<file path="config.mk">
export PLATFORM = sky130hd
export DESIGN_NAME = id_ex_stage
export DESIGN_NICKNAME = d
export VERILOG_FILES = /design/src/rtl/cpu_pkg.sv /design/src/rtl/hazard_detect.sv /design/src/rtl/id_ex_stage.sv
export SDC_FILE = /design/constraint.sdc
export NUM_CORES = 1
export LEC_CHECK = 0
export CAP_MARGIN = 10
export CELL_PAD_IN_SITES_DETAIL_PLACEMENT = 0
export CELL_PAD_IN_SITES_GLOBAL_PLACEMENT = 2
export CORE_UTILIZATION = 26
export DETAILED_ROUTE_END_ITERATION = 10
export PLACE_DENSITY = 0.92
export SYNTH_ARGS = -nofsm -noshare
export SYNTH_HDL_FRONTEND = slang
export SYNTH_SLANG_ARGS = --single-unit
</file>
<file path="constraint.sdc">
create_clock -name clk -period 16.8 [get_ports clk]
set_input_delay 3.36 -clock clk [delete_from_list [all_inputs] [get_ports clk]]
set_output_delay 3.36 -clock clk [all_outputs]
set_load 0.02 [all_outputs]
</file>
<file path="src/rtl/cpu_pkg.sv">
// Purpose: shared pipeline types and constants for the decode/execute boundary.
// Latency: n/a (types and constants only).
// Backpressure: n/a.
package cpu_pkg;

    localparam int REG_W = 5;

    // Register number that never creates a dependency (hardwired zero register).
    localparam logic [REG_W-1:0] ZERO_REG = 5'd0;

    // Decoded control bundle; RegWrite is the MSB, ALUOp the low three bits.
    typedef struct packed {
        logic       RegWrite;
        logic       MemRead;
        logic       MemWrite;
        logic       MemToReg;
        logic       ALUSrc;
        logic [2:0] ALUOp;
    } ctrl_t;

    localparam ctrl_t CTRL_NOP = '0;

endpackage

</file>
<file path="src/rtl/hazard_detect.sv">
// Purpose: load-use hazard detect between the EX-slot load and the ID-slot consumer.
// Latency: purely combinational, 0 cycles.
// Backpressure: none; lu is consumed by id_ex_stage to stall upstream.
//
// Ports:
//   id_ex_valid, id_ex_mem_read, id_ex_rw : instruction currently in EX
//   if_id_ra, if_id_rb, if_id_uses_rb,
//   if_id_valid                           : instruction currently in ID
//   lu                                    : ID instruction needs the EX load's result
import cpu_pkg::*;

module hazard_detect (
    input  logic             id_ex_valid,
    input  logic             id_ex_mem_read,
    input  logic [REG_W-1:0] id_ex_rw,
    input  logic [REG_W-1:0] if_id_ra,
    input  logic [REG_W-1:0] if_id_rb,
    input  logic             if_id_uses_rb,
    input  logic             if_id_valid,
    output logic             lu
);

    logic ex_is_load;
    logic ra_match;
    logic rb_match;

    // The zero register is excluded so a load to it never stalls, matching
    // the forwarding unit which also never forwards to/from it.
    assign ex_is_load = id_ex_valid && id_ex_mem_read && (id_ex_rw != ZERO_REG);
    assign ra_match   = (id_ex_rw == if_id_ra);
    // Rb only counts when the instruction reads it as a register, not an immediate.
    assign rb_match   = if_id_uses_rb && (id_ex_rw == if_id_rb);

    assign lu = ex_is_load && (ra_match || rb_match) && if_id_valid;

endmodule

</file>
<file path="src/rtl/id_ex_stage.sv">
// Purpose: ID/EX pipeline register with load-use bubble, branch flush and MEM-hold freeze.
// Latency: 1 cycle IF_ID -> ID_EX; PCWrite/IF_ID_Write are combinational (0 cycles).
// Backpressure: Hold freezes this register and deasserts PCWrite/IF_ID_Write; a load-use
//               inserts one bubble and stalls upstream for that one cycle; flush never stalls.
//
// Ports:
//   clk, reset                 : pipeline clock, async active-high reset
//   IF_ID_*                    : decoded instruction from ID (regs, ctrl, data, valid)
//   Flush                      : branch taken in EX, ID instruction is wrong-path
//   Hold                       : MEM busy, freeze this stage and upstream
//   ID_EX_*                    : registered instruction for EX and the forwarding unit
//   PCWrite, IF_ID_Write       : upstream enables (active high)
//   StallCount                 : saturating number of load-use bubbles inserted
import cpu_pkg::*;

module id_ex_stage #(
    parameter int DATA_W = 64,
    parameter int CNT_W  = 16
) (
    input  logic              clk,
    input  logic              reset,
    input  logic [REG_W-1:0]  IF_ID_Ra,
    input  logic [REG_W-1:0]  IF_ID_Rb,
    input  logic [REG_W-1:0]  IF_ID_Rw,
    input  logic              IF_ID_UsesRb,
    input  logic              IF_ID_Valid,
    input  ctrl_t             IF_ID_Ctrl,
    input  logic [DATA_W-1:0] IF_ID_Da,
    input  logic [DATA_W-1:0] IF_ID_Db,
    input  logic [DATA_W-1:0] IF_ID_Imm,
    input  logic              Flush,
    input  logic              Hold,
    output logic [REG_W-1:0]  ID_EX_Ra,
    output logic [REG_W-1:0]  ID_EX_Rb,
    output logic [REG_W-1:0]  ID_EX_Rw,
    output ctrl_t             ID_EX_Ctrl,
    output logic [DATA_W-1:0] ID_EX_Da,
    output logic [DATA_W-1:0] ID_EX_Db,
    output logic [DATA_W-1:0] ID_EX_Imm,
    output logic              ID_EX_Valid,
    output logic              PCWrite,
    output logic              IF_ID_Write,
    output logic [CNT_W-1:0]  StallCount
);

    localparam logic [CNT_W-1:0] CNT_MAX = '1;

    logic lu;
    logic flush_pend;
    logic kill;        // current or remembered flush wins over everything but Hold
    logic upstream_en;

    hazard_detect u_hazard_detect (
        .id_ex_valid    (ID_EX_Valid),
        .id_ex_mem_read (ID_EX_Ctrl.MemRead),
        .id_ex_rw       (ID_EX_Rw),
        .if_id_ra       (IF_ID_Ra),
        .if_id_rb       (IF_ID_Rb),
        .if_id_uses_rb  (IF_ID_UsesRb),
        .if_id_valid    (IF_ID_Valid),
        .lu             (lu)
    );

    assign kill = Flush || flush_pend;

    // A flush must not stall: fetch has to overwrite the wrong-path instruction,
    // so a load-use against it is irrelevant.
    assign upstream_en = ~(Hold | (lu & ~kill));
    assign PCWrite     = upstream_en;
    assign IF_ID_Write = upstream_en;

    always_ff @(posedge clk or posedge reset) begin
        if (reset) begin
            ID_EX_Ra    <= '0;
            ID_EX_Rb    <= '0;
            ID_EX_Rw    <= '0;
            ID_EX_Ctrl  <= CTRL_NOP;
            ID_EX_Da    <= '0;
            ID_EX_Db    <= '0;
            ID_EX_Imm   <= '0;
            ID_EX_Valid <= 1'b0;
            flush_pend  <= 1'b0;
            StallCount  <= '0;
        end else if (Hold) begin
            // Frozen; remember a flush seen while frozen so it still takes
            // effect (exactly once) when the hold releases.
            if (Flush) begin
                flush_pend <= 1'b1;
            end
        end else if (kill || lu) begin
            ID_EX_Ra    <= '0;
            ID_EX_Rb    <= '0;
            ID_EX_Rw    <= '0;
            ID_EX_Ctrl  <= CTRL_NOP;
            ID_EX_Da    <= '0;
            ID_EX_Db    <= '0;
            ID_EX_Imm   <= '0;
            ID_EX_Valid <= 1'b0;
            flush_pend  <= 1'b0;
            // Only genuine load-use bubbles are counted, not flush bubbles.
            if (!kill && (StallCount != CNT_MAX)) begin
                StallCount <= StallCount + CNT_W'(1);
            end
        end else begin
            ID_EX_Ra    <= IF_ID_Ra;
            ID_EX_Rb    <= IF_ID_Rb;
            ID_EX_Rw    <= IF_ID_Rw;
            ID_EX_Ctrl  <= IF_ID_Ctrl;
            ID_EX_Da    <= IF_ID_Da;
            ID_EX_Db    <= IF_ID_Db;
            ID_EX_Imm   <= IF_ID_Imm;
            ID_EX_Valid <= IF_ID_Valid;
        end
    end

endmodule

</file>
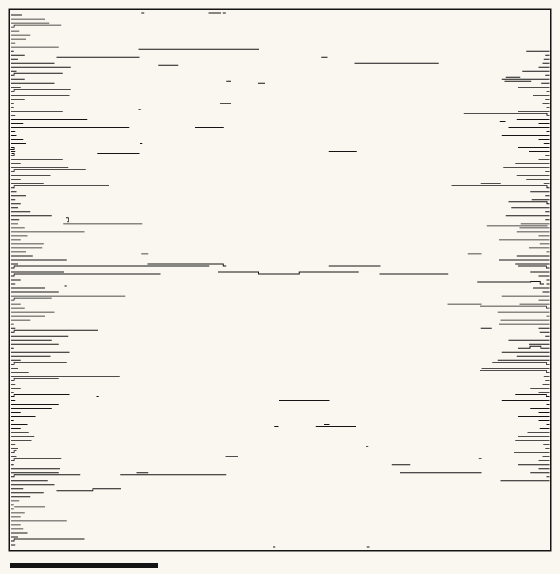
Figure 1: signal wires on met3.
Scale bar: 50 um.
share of all routed wire: 9.5%
longest straight run: 66.0 um
wire length on this layer: 2690 um
main direction: horizontal
nets with wire on the layer: 258
Total Wirelength: 28400 um
vias post-DR: 6816
met3 Use GR: 5.96%

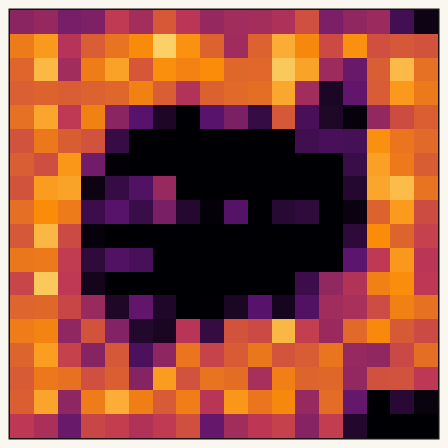
Figure 2: cell area per tile.
18 x 18 tiles, from black (low) to pale yellow (high), 0 to 100% covered.
fullest tile: 90%
emptiest ninth of the die: centre
nearly empty tiles: 19%
tiles over 75% full: 10%
mean over tiles: 41%
Core Area: 31900 um^2
Pre-Place Util: 26.7%
Core Util, Final: 45.2%

==> results.json <==
{
  "status": "finished clean",
  "synthArstFlopShare_pct": 100,
  "finalHoldViolations": 0,
  "yosysChipArea_um2": 8510,
  "antenna_left": 0,
  "fill_cells": 2938,
  "drive_gt1_share_pct": 5.66,
  "hpwl_um": 19900,
  "first_global_vias": 7136,
  "synth_area_um2": 8510,
  "nNetsFinal": 1245,
  "grt_pass1_wl_um": 43100,
  "reg2reg_setup_slack_ns": 13.28,
  "worstRegToRegCells": 6,
  "worstPathRequired_ns": 13.44,
  "clkLatencyLatePin_ns": 0.54,
  "yosys_cells": 583,
  "fin_skew_ns": 0.0175,
  "top_cells_by_area": "dfrtp_1 (68%), a22o_1 (22%), xnor2_1 (2.6%)",
  "highest_layer": "met4",
  "postCtsHoldBufs": 0,
  "cts_made_buffers": 27,
  "yosysTopAreaCellShare_pct": 68.5,
  "syn_nets": 805,
  "drt-initial-drc-count": 250,
  "die_area_um2": 33500,
  "rsz0062_at_grt": "false",
  "edf_count": 0,
  "start_kind": "primary input",
  "cts_resized": 0,
  "maxClockFrequency_ghz": 0.114,
  "critical_path.max_fanout": 17,
  "met2_length_um": 13900,
  "ys_seq_share_pct": 68.5,
  "tool_warnings": 26,
  "p_per_area_nw_per_um2": 104,
  "tritoncts": "done",
  "drc": 0,
  "io_pins": 455,
  "antenna_found_initial": 0,
  "grt_usage_pct": 16.4,
  "synth_cell_type_count": 28,
  "maxCapViolCount": 0,
  "flop_cell": "dfrtp_1",
  "tns_ns": 0,
  "first_pass_iters": 4,
  "hp-class": "reg2reg",
  "setup_viol": 0,
  "wl_met1_um": 11100,
  "leakage_uw": 0.00626,
  "die_h_um": 183,
  "critical_path_arrival_ns": 5.38,
  "clock_sinks": 233,
  "slew-limit-headroom_pct": 30.6,
  "clk_pin_slew_ns": 0.05,
  "slew_viol_final": 0,
  "ys.flops": 233,
  "postSynthAreaPerCell_um2": 14.6,
  "rows": 65,
  "syn_inst": 583,
  "post_cts_buffers": 0,
  "routedWlPerCell_um": 19.2,
  "peakVddDrop_v": 0.0000698,
  "fp.dieW_um": 183,
  "viasPerCell": 4.61,
  "worst_hold_slack_ns": 0.505,
  "top_area_cell": "dfrtp_1",
  "worst_pin_slew_ns": 1.04,
  "gp_congestion": 0.792,
  "syn_to_final_growth_pct": 69.3,
  "dr_wl_met3_um": 2690,
  "place.port_buffers": 454,
  "diodes": 0,
  "root_buffer": "clkbuf_16",
  "min_period_ns": 8.74,
  "overflow": 0,
  "cp-end-kind": "output port",
  "h-tree-depth": 1,
  "grt_start_max_net_pins": 99,
  "critical_path_class": "in2out",
  "synth_warnings": 0,
  "min_path_cells": 1,
  "flop_area_um2": 5830,
  "cts_buffer_depth": 3,
  "logic_area_um2": 2450,
  "period_used_pct": 52.0
}
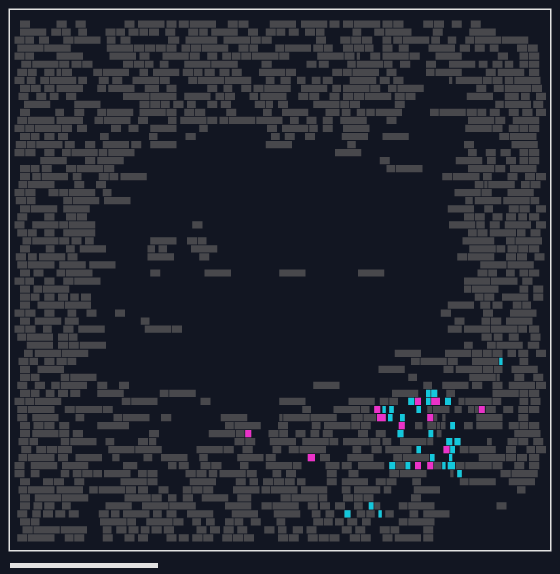
Figure 3: logic cells by family.
Scale bar: 50 um.
[magenta] AND and OR gates | cells: 12 | most used: and3_1 | where: lower right
[cyan] NAND gates | cells: 28 | most used: nand3_1 | where: lower right
most instantiated logic cell after routing: clkdlybuf4s50_1
fraction of area in multi-input gates: 17.0%
non-filler cells, final: 1478

[per-stage QoR]
stage / utilization [%] / cells / setup slack [ns] / area (um^2) / power [uW]
finish: 45.2 / 1478 / 8.06 / 14400 / 1500
global route: 45.2 / 1478 / 7.99 / 14400 / 1560
detailed placement: 42.2 / 1429 / 8.05 / 13400 / 889
floorplan: - / 583 / 7.05 / 8510 / 736
CTS: 45.2 / 1478 / 8.05 / 14400 / 1530
global placement: 42.2 / 1429 / 8.07 / 13400 / 887
[where the power goes]
part | switching [uW] | total (uW) | internal [uW]
registers | 23.8 | 622 | 599
logic | 116 | 255 | 138
clock network | 233 | 627 | 395
total | 373 | 1500 | 1130
[state kept, by name, indices dropped and copies added (netlist names)]
name,count
ID_EX_Da,64
ID_EX_Db,64
ID_EX_Imm,64
StallCount,16
ID_EX_Ctrl,8
ID_EX_Ra,5
ID_EX_Rb,5
ID_EX_Rw,5
ID_EX_Valid,1
flush_pend,1
[critical path, stage by stage]
cell and delay (ns):
clkdlybuf4s50_1 0.45, xnor2_1 0.14, nand2_1 0.16, o22ai_1 0.10, buf_4 0.20, a31oi_1 0.29
clkdlybuf4s50_1 0.67
[metal layers]
layer	vias up	track usage (%)
li1	3113	-
met1	3356	19.6
met2	306	28.0
met3	41	5.96
met4	0	4.10
met5	-	0
[layout make-up]
| class | instances | area share [%] |
|---|---|---|
| Timing Repair Buffer | 462 | 32.0 |
| Multi-Input combinational cell | 297 | 17.0 |
| Clock inverter | 8 | 1.01 |
| Tap cell | 435 | 3.78 |
| Inverter | 2 | 0.104 |
| Sequential cell | 233 | 40.5 |
| Clock buffer | 41 | 5.68 |
[cells by family after synthesis]
logic type	synth area share [%]
buffers and inverters	2.70
flip-flops	68.5
multiplexers	0.132
AND-OR/OR-AND	22.7
XOR/XNOR	2.57
adder cells (fa/ha/maj)	0.147
AND/OR/NAND/NOR	3.28
[cell usage in the layout, fill, tap and decap left out, types with 3 or more instances in the layout]
cell             synthesis  layout
clkbuf_16                0      27
nor2_1                   4       4
nand4_1                  8       8
buf_4                    3       8
nor3_1                   3       3
bufinv_16                0       4
clkbuf_1                32       5
xnor2_1                 25      25
clkdlybuf4s50_1          0     453
clkbuf_8                 0       9
and3_1                   7       7
a22o_1                 216     216
nand2_1                  5       5
nand3_1                 14      14
dfrtp_1                233     233
[path summary, 6_finish.rpt]
path,startpoint,endpoint
max,IF_ID_Ra[1],IF_ID_Write
min,ID_EX_Db[3],ID_EX_Db[3]
max reg2reg,ID_EX_Rw[2],ID_EX_Db[43]
min reg2reg,ID_EX_Db[3],ID_EX_Db[3]
max in group asynchronous,reset,StallCount[2]
min in group asynchronous,reset,ID_EX_Db[44]
[Yosys cell counts, types with 2 or more instances]
| master | count |
|---|---|
| and4_1 | 2 |
| xnor2_1 | 25 |
| nand2_1 | 5 |
| buf_4 | 3 |
| clkbuf_1 | 32 |
| and3_1 | 7 |
| nand4_1 | 8 |
| nand3_1 | 14 |
| buf_2 | 16 |
| a22o_1 | 216 |
| dfrtp_1 | 233 |
| nor2_1 | 4 |
| nor3_1 | 3 |
Power and IR drop assume default switching activity.
